==> src/rtl/mux_sel_arbiter.sv <==
// Two-source round-robin arbiter driving a 2:1 mux select; outputs registered, one-cycle latency.
// Sources hold the path until last, abandon or hold limit; the waiting source takes over with no bubble.
module mux_sel_arbiter #(
  parameter int MAX_HOLD = 16,
  parameter int CNT_W    = 5
) (
  input  logic             clk,
  input  logic             rst_n,
  input  logic             req_a,
  input  logic             req_b,
  input  logic             last_a,
  input  logic             last_b,
  output logic             sel,
  output logic             gnt_a,
  output logic             gnt_b,
  output logic             busy,
  output logic [CNT_W-1:0] hold_cnt
);

  typedef enum logic [1:0] {IDLE, GRANT_A, GRANT_B} state_t;

  localparam logic [CNT_W-1:0] CNT_MAX = CNT_W'(MAX_HOLD - 1);

  state_t           state, state_nxt;
  logic             ptr_a, ptr_a_nxt;
  logic             sel_nxt;
  logic [CNT_W-1:0] cnt_nxt;
  logic             done;

  always_ff @(posedge clk or negedge rst_n) begin
    if (!rst_n) begin
      state    <= IDLE;
      ptr_a    <= 1'b1;
      sel      <= 1'b0;
      hold_cnt <= '0;
    end else begin
      state    <= state_nxt;
      ptr_a    <= ptr_a_nxt;
      sel      <= sel_nxt;
      hold_cnt <= cnt_nxt;
    end
  end

  always_comb begin
    state_nxt = state;
    ptr_a_nxt = ptr_a;
    sel_nxt   = sel;
    cnt_nxt   = hold_cnt;
    done      = 1'b0;
    case (state)
      IDLE: begin
        cnt_nxt = '0;
        if (req_a && (ptr_a || !req_b)) begin
          state_nxt = GRANT_A;
          sel_nxt   = 1'b1;
        end else if (req_b) begin
          state_nxt = GRANT_B;
          sel_nxt   = 1'b0;
        end
      end
      GRANT_A: begin
        done = last_a || !req_a || (hold_cnt == CNT_MAX);
        if (done) begin
          ptr_a_nxt = 1'b0;
          cnt_nxt   = '0;
          // Hand over straight to b when it waits; otherwise a may continue only if still requesting.
          if (req_b) begin
            state_nxt = GRANT_B;
            sel_nxt   = 1'b0;
          end else if (!req_a) begin
            state_nxt = IDLE;
          end
        end else begin
          cnt_nxt = hold_cnt + CNT_W'(1);
        end
      end
      GRANT_B: begin
        done = last_b || !req_b || (hold_cnt == CNT_MAX);
        if (done) begin
          ptr_a_nxt = 1'b1;
          cnt_nxt   = '0;
          if (req_a) begin
            state_nxt = GRANT_A;
            sel_nxt   = 1'b1;
          end else if (!req_b) begin
            state_nxt = IDLE;
          end
        end else begin
          cnt_nxt = hold_cnt + CNT_W'(1);
        end
      end
      default: begin
        state_nxt = IDLE;
        cnt_nxt   = '0;
      end
    endcase
  end

  assign gnt_a = (state == GRANT_A);
  assign gnt_b = (state == GRANT_B);
  assign busy  = gnt_a | gnt_b;

endmodule

==> config.mk <==
export PLATFORM = sky130hd
export DESIGN_NAME = mux_sel_arbiter
export DESIGN_NICKNAME = d
export VERILOG_FILES = /design/src/rtl/mux_sel_arbiter.sv
export SDC_FILE = /design/constraint.sdc
export NUM_CORES = 1
export LEC_CHECK = 0
export ABC_AREA = 1
export CORE_MARGIN = 2
export CORE_UTILIZATION = 46
export DETAILED_ROUTE_END_ITERATION = 8
export PLACE_DENSITY = 0.81
export REMOVE_ABC_BUFFERS = 1
export SKIP_CTS_REPAIR_TIMING = 1
export SYNTH_ARGS = -nofsm -noshare
export SYNTH_HDL_FRONTEND = slang
export SYNTH_SLANG_ARGS = --single-unit
==> constraint.sdc <==
create_clock -name clk -period 2.1 [get_ports clk]
set_clock_uncertainty 0.15 [all_clocks]
set_input_delay 0.42 -clock clk [delete_from_list [all_inputs] [get_ports clk]]
set_output_delay 0.42 -clock clk [all_outputs]
set_load 0.01 [all_outputs]
==> impl_results.html, run 1 <==
<!-- implementation run metrics -->
<table>
<tr><th>Metric</th><th>Value</th></tr>
<tr><th colspan="2">Hold path</th></tr>
<tr><td>Class of the tightest hold or removal check</td><td>in2async</td></tr>
<tr><th colspan="2">Critical path</th></tr>
<tr><td>Type of the setup path with the least slack</td><td>reg2reg</td></tr>
<tr><td>Endpoint type of the worst setup path</td><td>flip-flop</td></tr>
<tr><td>Worst endpoint required time</td><td>2.09 ns</td></tr>
<tr><td>Crit-path max FO</td><td>4</td></tr>
<tr><td>Critical R2R Launch</td><td>hold_cnt[0]</td></tr>
<tr><td>Number of cell instances on the worst register-to-register path</td><td>9</td></tr>
<tr><td>Flop2flop setup slack</td><td>0.27 ns</td></tr>
<tr><td>WP data arrival</td><td>1.81 ns</td></tr>
<tr><td>Endpoint of the lowest-slack register-to-register path</td><td>sel</td></tr>
<tr><th colspan="2">Synthesis</th></tr>
<tr><td>Chip Area, Yosys</td><td>608 um^2</td></tr>
<tr><td>Avg Inst Size Synth</td><td>7.33 um^2</td></tr>
<tr><td>Yosys warning count</td><td>0</td></tr>
<tr><td># Cells Yosys</td><td>83</td></tr>
<tr><td>Netlist Area Pre-Place</td><td>608 um^2</td></tr>
<tr><td>Post-synthesis sequential area ratio</td><td>37.2%</td></tr>
<tr><td>Yosys cell types</td><td>15</td></tr>
<tr><td>Yosys reg bits</td><td>9</td></tr>
<tr><td>Post-Syn Instances</td><td>83</td></tr>
<tr><th colspan="2">CTS</th></tr>
<tr><td>CTS clk-pin slew, worst paths</td><td>0.06 ns</td></tr>
<tr><td>Worst-skew pair later-pin latency</td><td>0.25 ns</td></tr>
<tr><td>Root buffer cell</td><td>sky130_fd_sc_hd__clkbuf_4</td></tr>
<tr><td>Max Root-Sink Buffers</td><td>2</td></tr>
<tr><td>H-Tree Depth</td><td>1</td></tr>
<tr><td>Clock tree from TritonCTS</td><td>yes</td></tr>
<tr><th colspan="2">STA</th></tr>
<tr><td>Min Clock Period, post-route</td><td>1.83 ns</td></tr>
<tr><td>Number of failing hold endpoints at the final stage</td><td>0</td></tr>
<tr><td>Max transition margin</td><td>74.2%</td></tr>
<tr><td>Worst-margin pin slew</td><td>0.385 ns</td></tr>
<tr><td>Setup repair after global routing missed its margin</td><td>false</td></tr>
<tr><td>Fin Hold WS</td><td>0.300 ns</td></tr>
<tr><td>Final number of max-transition violations</td><td>0</td></tr>
<tr><td>Final setup vio count</td><td>0</td></tr>
<tr><td>Total negative slack</td><td>0 ns</td></tr>
<tr><td>Fmax</td><td>548 MHz</td></tr>
<tr><td>Worst setup margin</td><td>0.274 ns</td></tr>
<tr><th colspan="2">Layout</th></tr>
<tr><td>Area occupied by multi-input gates</td><td>342 um^2</td></tr>
<tr><td>Synthesis-to-layout area growth</td><td>33.7%</td></tr>
<tr><td>Most used cells in the layout excluding fill and tap cells</td><td>27 x sky130_fd_sc_hd__nand2_1, 12 x sky130_fd_sc_hd__inv_1, 11 x sky130_fd_sc_hd__clkdlybuf4s50_1</td></tr>
<tr><td>Top cell excl fill/tap</td><td>sky130_fd_sc_hd__nand2_1</td></tr>
<tr><td>Area used by sequential logic in the layout</td><td>226 um^2</td></tr>
<tr><td>Post-layout instance count excluding filler cells</td><td>117</td></tr>
<tr><td>Fill cell instance count of the final layout</td><td>122</td></tr>
<tr><td>Final-stage net count</td><td>115</td></tr>
<tr><td>Ratio of cells with drive above 1 in the final layout</td><td>12.7%</td></tr>
<tr><td>Number of inserted diodes</td><td>0</td></tr>
<tr><td>Core utilization of the finished layout</td><td>64.1%</td></tr>
<tr><th colspan="2">Floorplanning</th></tr>
<tr><td>Core area</td><td>1270 um^2</td></tr>
<tr><td>Top-level I/O count</td><td>15</td></tr>
<tr><td>Area enclosed by the die boundary</td><td>1630 um^2</td></tr>
<tr><td>Init Core Util</td><td>47.9%</td></tr>
<tr><td>Die Y</td><td>40.4 um</td></tr>
<tr><td>Horiz. Die Dim</td><td>40.4 um</td></tr>
<tr><td>Placement Rows</td><td>13</td></tr>
<tr><th colspan="2">Flow run</th></tr>
<tr><td>Tool Warnings</td><td>28</td></tr>
<tr><td>Max-capacitance violation count</td><td>0</td></tr>
<tr><th colspan="2">GRT</th></tr>
<tr><td>Number of global-route vias before repair</td><td>496</td></tr>
<tr><td>Largest net degree at the start of global routing</td><td>10</td></tr>
<tr><td>First-pass GRT wire length</td><td>1.94 mm</td></tr>
<tr><td>Antenna violations before repair</td><td>0</td></tr>
<tr><td>Global-route usage over all layers</td><td>18.0%</td></tr>
<tr><td>Total gr overflow</td><td>0</td></tr>
<tr><th colspan="2">Power</th></tr>
<tr><td>Leak pwr</td><td>0.476 nW</td></tr>
<tr><td>Pwr per Cell Area</td><td>1030 nW/um^2</td></tr>
<tr><td>Peak supply drop</td><td>0.703 mV</td></tr>
<tr><th colspan="2">Placement</th></tr>
<tr><td>Placed insts</td><td>113</td></tr>
<tr><td>Number of input and output port buffers inserted</td><td>14</td></tr>
<tr><td>Weighted congestion at the end of routability-driven global placement</td><td>0.757</td></tr>
<tr><th colspan="2">Route</th></tr>
<tr><td>Number of vias per cell</td><td>4.85</td></tr>
<tr><td>Initial drt markers</td><td>10</td></tr>
<tr><td>Final ANT Viol Nets</td><td>0</td></tr>
<tr><td>Number of vias in the routed layout</td><td>568</td></tr>
<tr><td>First-pass DRT Iterations</td><td>4</td></tr>
<tr><td>Total routed wirelength</td><td>1.23 mm</td></tr>
<tr><td>Total DRC errors in the routed layout</td><td>0</td></tr>
<tr><td>Routed WL per cell</td><td>10.5 um</td></tr>
<tr><th colspan="2">Status</th></tr>
<tr><td>Result of the run</td><td>complete, no violations</td></tr>
</table>
run 1: power breakdown:
part           total (mW)  switching, mW  internal (mW)
registers           0.254         0.0337          0.220
clock network       0.128         0.0549         0.0729
logic               0.459          0.256          0.203
total               0.841          0.344          0.496
run 1: cells in the mapped netlist:
master                     n  area [um^2]
sky130_fd_sc_hd__a21oi_1   2         10.0
sky130_fd_sc_hd__and3_1    1         6.26
sky130_fd_sc_hd__dfrtp_1   8          200
sky130_fd_sc_hd__dfstp_2   1         26.3
sky130_fd_sc_hd__ha_1      6         75.1
sky130_fd_sc_hd__inv_1    12         45.0
sky130_fd_sc_hd__nand2_1  27          101
sky130_fd_sc_hd__nand2_2   2         12.5
sky130_fd_sc_hd__nand2_4   2         22.5
sky130_fd_sc_hd__nand3_1   6         30.0
sky130_fd_sc_hd__nor2_1    9         33.8
sky130_fd_sc_hd__nor2_2    2         12.5
sky130_fd_sc_hd__o21ai_0   3         15.0
sky130_fd_sc_hd__xnor2_1   1         8.76
sky130_fd_sc_hd__xor2_1    1         8.76
run 1: critical path, stage by stage (launching register included):
cell and delay [ns]:
sky130_fd_sc_hd__dfrtp_1 0.41, sky130_fd_sc_hd__ha_1 0.24, sky130_fd_sc_hd__and3_1 0.19, sky130_fd_sc_hd__ha_1 0.19, sky130_fd_sc_hd__nor2_1 0.12, sky130_fd_sc_hd__nand2_2 0.11, sky130_fd_sc_hd__nand2_4 0.11, sky130_fd_sc_hd__nor2_1 0.05
sky130_fd_sc_hd__nand2_1 0.08, sky130_fd_sc_hd__nand2_1 0.05
run 1: worst max-delay path by stage:
stage                      from  endpoint  slack (ns)  depth (start not counted)
floorplan           hold_cnt[0]       sel        0.40                          9
global placement       state[1]     gnt_a        0.25                          3
detailed placement     state[1]     gnt_a        0.23                          3
CTS                    state[1]     gnt_a       -0.05                          3
global route        hold_cnt[0]       sel        0.13                          9
finish              hold_cnt[0]       sel        0.27                          9
run 1: kinds of logic (layout without fill, tap and decap cells):
group,count (synthesis),count (layout),synth area share [%]
AND-OR/OR-AND,5,5,4.11
adder cells (fa/ha/maj),6,6,12.3
flip-flops,9,9,37.2
buffers and inverters,12,31,7.41
AND/OR/NAND/NOR,49,49,36.0
XOR/XNOR,2,2,2.88
run 1: stage by stage:
stage,instance area [um^2],total power [mW]
4_1_cts,801,0.852
5_1_grt,813,0.922
3_5_place_dp,774,0.709
3_3_place_gp,774,0.699
6_report,813,0.841
2_1_floorplan,608,0.537
run 1: registers in the layout, summed over array words and instances (netlist names):
name / cells
hold_cnt: 5
state: 2
ptr_a: 1
sel: 1
run 1: final cells by class:
type                    instances  share of cell area (%)
multi-input cells              62                    42.0
flip-flops and latches          9                    27.8
repair buffers                 15                    19.1
well taps                      15                    2.31
clock buffers                   4                    3.23
inverters                      12                    5.54
run 1: routing by layer:
layer	vias to the layer above	share of wire [%]	track usage, %
met4	0	0	7.50
li1	294	-	-
met1	260	45	23.0
met3	0	3.8	3.33
met5	-	0	0
met2	14	51	29.4
Run 1, metal layers overlaid:
Scale: 10 px per um.
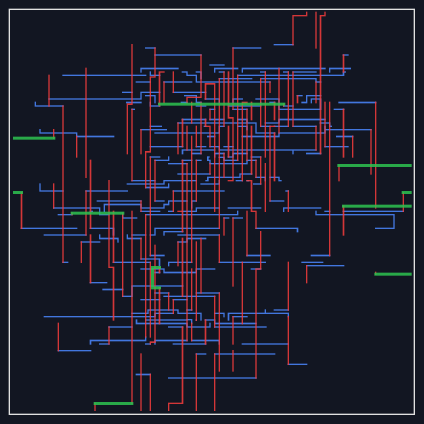
- red: metal 2 (wire length 631 um)
- blue: metal 1 (wire length 553 um)
- green: metal 3 (wire length 47.1 um)

Run 1, clock nets:
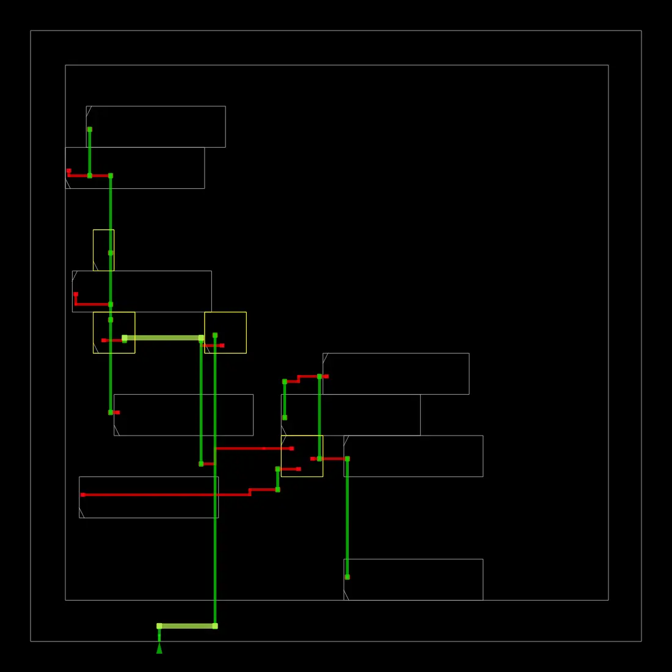
seq_cells: 9
tally of clock buffers in the finished layout: 4
clock buffer count from CTS: 3
sinks on the clock net: 9
Power Clock: 0.128 mW

Run 1, selected gate families:
Scale: 10 px per um.
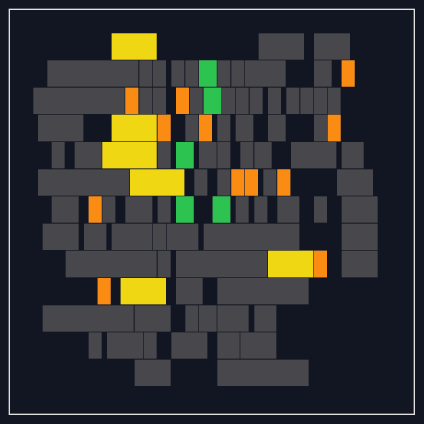
- orange: inverters (cells 12; most used inv_1)
- yellow: adder and majority cells (cells 6; most used ha_1)
- green: inverting AOI/OAI gates (cells 5; most used o21ai_0)

==> run 2: changes to the inputs <==
Settings changed: CELL_PAD_IN_SITES_DETAIL_PLACEMENT set to 1, CELL_PAD_IN_SITES_GLOBAL_PLACEMENT set to 1, CORE_UTILIZATION 46 to 33, PLACE_DENSITY 0.81 to 0.82.
==> run 2 against run 1 <==
Hold slack better by 0.010 ns. Critical endpoint is now state[1]. Highest routed layer unchanged. Cell count is 11% higher. Combinational power is about 10% higher. Via count is 2.8% higher.
==> impl_results.html, run 2 <==
<!-- implementation run metrics -->
<table>
<tr><th>Metric</th><th>Value</th></tr>
<tr><th colspan="2">Synthesis</th></tr>
<tr><td># Cells Yosys</td><td>83</td></tr>
<tr><td>Netlist Area Pre-Place</td><td>608 um^2</td></tr>
<tr><td>Chip Area, Yosys</td><td>608 um^2</td></tr>
<tr><td>Top-area cell share</td><td>32.9%</td></tr>
<tr><td>Yosys reg bits</td><td>9</td></tr>
<tr><td>Most instantiated cells after synthesis</td><td>27 x sky130_fd_sc_hd__nand2_1, 12 x sky130_fd_sc_hd__inv_1, 9 x sky130_fd_sc_hd__nor2_1, 8 x sky130_fd_sc_hd__dfrtp_1</td></tr>
<tr><td>Cell types with the largest area share after synthesis</td><td>sky130_fd_sc_hd__dfrtp_1 33%, sky130_fd_sc_hd__nand2_1 17%, sky130_fd_sc_hd__ha_1 12%, sky130_fd_sc_hd__inv_1 7.4%, sky130_fd_sc_hd__nor2_1 5.6%</td></tr>
<tr><td>Most frequently used flop master after synthesis</td><td>sky130_fd_sc_hd__dfrtp_1</td></tr>
<tr><td>Yosys top cell by instances</td><td>sky130_fd_sc_hd__nand2_1</td></tr>
<tr><td>Yosys warning count</td><td>0</td></tr>
<tr><td>Post-Syn Instances</td><td>83</td></tr>
<tr><td>Post-synth EDFFs</td><td>0</td></tr>
<tr><th colspan="2">Route</th></tr>
<tr><td>First-pass DRT Iterations</td><td>2</td></tr>
<tr><td>Total DRC errors in the routed layout</td><td>0</td></tr>
<tr><th colspan="2">Layout</th></tr>
<tr><td>Largest registers in the final layout</td><td>hold_cnt: 5 flops, state: 2 flops</td></tr>
<tr><td>Register bank with the most flops</td><td>hold_cnt</td></tr>
<tr><td>Most used cells in the layout excluding fill and tap cells</td><td>27 x sky130_fd_sc_hd__nand2_1, 12 x sky130_fd_sc_hd__inv_1, 11 x sky130_fd_sc_hd__clkdlybuf4s50_1</td></tr>
<tr><td>Final-stage net count</td><td>118</td></tr>
<tr><th colspan="2">Critical path</th></tr>
<tr><td>Worst endpoint required time</td><td>2.15 ns</td></tr>
<tr><td>Endpoint type of the worst setup path</td><td>flip-flop</td></tr>
<tr><td>Crit-path max FO</td><td>4</td></tr>
<tr><th colspan="2">Placement</th></tr>
<tr><td>Weighted congestion at the end of routability-driven global placement</td><td>0.816</td></tr>
<tr><th colspan="2">Floorplanning</th></tr>
<tr><td>Placement Rows</td><td>15</td></tr>
<tr><td>Core area</td><td>1730 um^2</td></tr>
<tr><td>Die Y</td><td>46.9 um</td></tr>
<tr><td>Init Core Util</td><td>35.2%</td></tr>
<tr><td>Horiz. Die Dim</td><td>46.9 um</td></tr>
<tr><td>Area enclosed by the die boundary</td><td>2200 um^2</td></tr>
<tr><th colspan="2">Flow run</th></tr>
<tr><td>Tool Warnings</td><td>28</td></tr>
<tr><th colspan="2">CTS</th></tr>
<tr><td>Clock tree from TritonCTS</td><td>yes</td></tr>
<tr><td>H-Tree Depth</td><td>1</td></tr>
<tr><th colspan="2">GRT</th></tr>
<tr><td>Largest net degree at the start of global routing</td><td>10</td></tr>
<tr><td>Global-route usage over all layers</td><td>16.6%</td></tr>
<tr><td>Number of global-route vias before repair</td><td>575</td></tr>
<tr><td>Antenna violations before repair</td><td>0</td></tr>
<tr><td>Grt met1 use</td><td>22.2%</td></tr>
<tr><td>Total gr overflow</td><td>0</td></tr>
<tr><td>Met2 Track Usage GR</td><td>25.2%</td></tr>
<tr><th colspan="2">STA</th></tr>
<tr><td>Fin Hold WS</td><td>0.310 ns</td></tr>
<tr><td>Fmax</td><td>546 MHz</td></tr>
<tr><td>Final setup vio count</td><td>0</td></tr>
<tr><td>Worst-margin pin slew</td><td>0.423 ns</td></tr>
<tr><th colspan="2">Status</th></tr>
<tr><td>Result of the run</td><td>complete, no violations</td></tr>
<tr><th colspan="2">Power</th></tr>
<tr><td>Peak supply drop</td><td>0.670 mV</td></tr>
</table>
[run 2: worst paths after layout]
kind / startpoint / end / slack, ns / cells past startpoint
worst max register to register: hold_cnt[0] / state[1] / 0.27 / 10
worst max-delay path: hold_cnt[0] / state[1] / 0.27 / 10
min in group clk: hold_cnt[0] / hold_cnt[0] / 0.35 / 1
worst min register to register: hold_cnt[0] / hold_cnt[0] / 0.35 / 1
max in group asynchronous: rst_n / ptr_a / 1.16 / 1
worst min-delay path: rst_n / hold_cnt[2] / 0.31 / 1
[run 2: power breakdown]
part / switching [mW] / leakage, nW / internal [mW] / total, mW
logic: 0.274 / 0.358 / 0.231 / 0.505
registers: 0.0313 / 0.118 / 0.220 / 0.251
clock network: 0.0631 / 0.0150 / 0.0734 / 0.136
[run 2: per-layer routing]
metal  wire length [um]  part of all wire, %
met4                  0                    0
met5                  0                    0
met1                742                   48
met2                789                   51
met3                 15                 0.97
[run 2: cell families after synthesis]
kind of cell	count (synthesis)	share of synthesized area [%]
and+or+nand+nor	49	36.0
buffers and inverters	12	7.41
DFF	9	37.2
adders and majority gates	6	12.3
AOI/OAI and AO/OA	5	4.11
xor gates and xnor gates	2	2.88
[run 2: critical path: stages (launching register included)]
cell	delay [ns]
sky130_fd_sc_hd__dfrtp_1	0.41
sky130_fd_sc_hd__ha_1	0.23
sky130_fd_sc_hd__and3_1	0.19
sky130_fd_sc_hd__ha_1	0.19
sky130_fd_sc_hd__nor2_1	0.12
sky130_fd_sc_hd__nand2_2	0.12
sky130_fd_sc_hd__nand2_1	0.08
sky130_fd_sc_hd__nor2_1	0.04
sky130_fd_sc_hd__nand2_1	0.10
sky130_fd_sc_hd__nand2_1	0.07
sky130_fd_sc_hd__nand2_1	0.07
[run 2: final cells by class]
cell class                 count  area, um^2
clock buffer                   4        26.3
fill                         227         878
inverter                      12        45.0
multi-input combinational     62         342
sequential                     9         226
tap                           25        31.3
timing repair buffer          18         178
[run 2: metrics by stage]
step,std cells,cell area [um^2],power (mW),utilization [%],setup TNS [ns]
2_1_floorplan,83,608,0.537,-,0
3_3_place_gp,123,787,0.713,45.6,0
3_5_place_dp,123,787,0.731,45.6,0
4_1_cts,127,813,0.875,47.1,-0.223
5_1_grt,130,848,0.974,49.1,0
6_report,130,848,0.892,49.1,0
Run 2, metal layers overlaid:
Scale: 8 px per um.
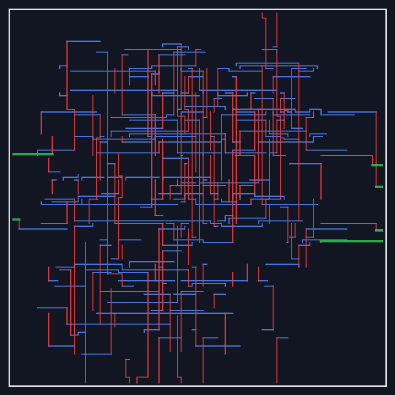
- red: metal 2 (wire length 790 um)
- blue: metal 1 (wire length 743 um)
- green: metal 3 (wire length 15.6 um)

Run 2, sequential cells grouped by signal name:
Scale: 6 px per um.
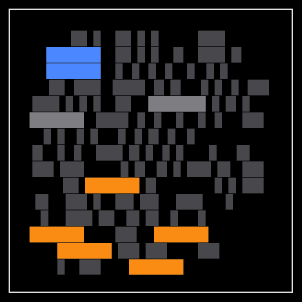
- orange: hold_cnt (sequential cells 5)
- blue: state (sequential cells 2)

Power figures rest on the tool's default switching activity, not on a simulated workload.
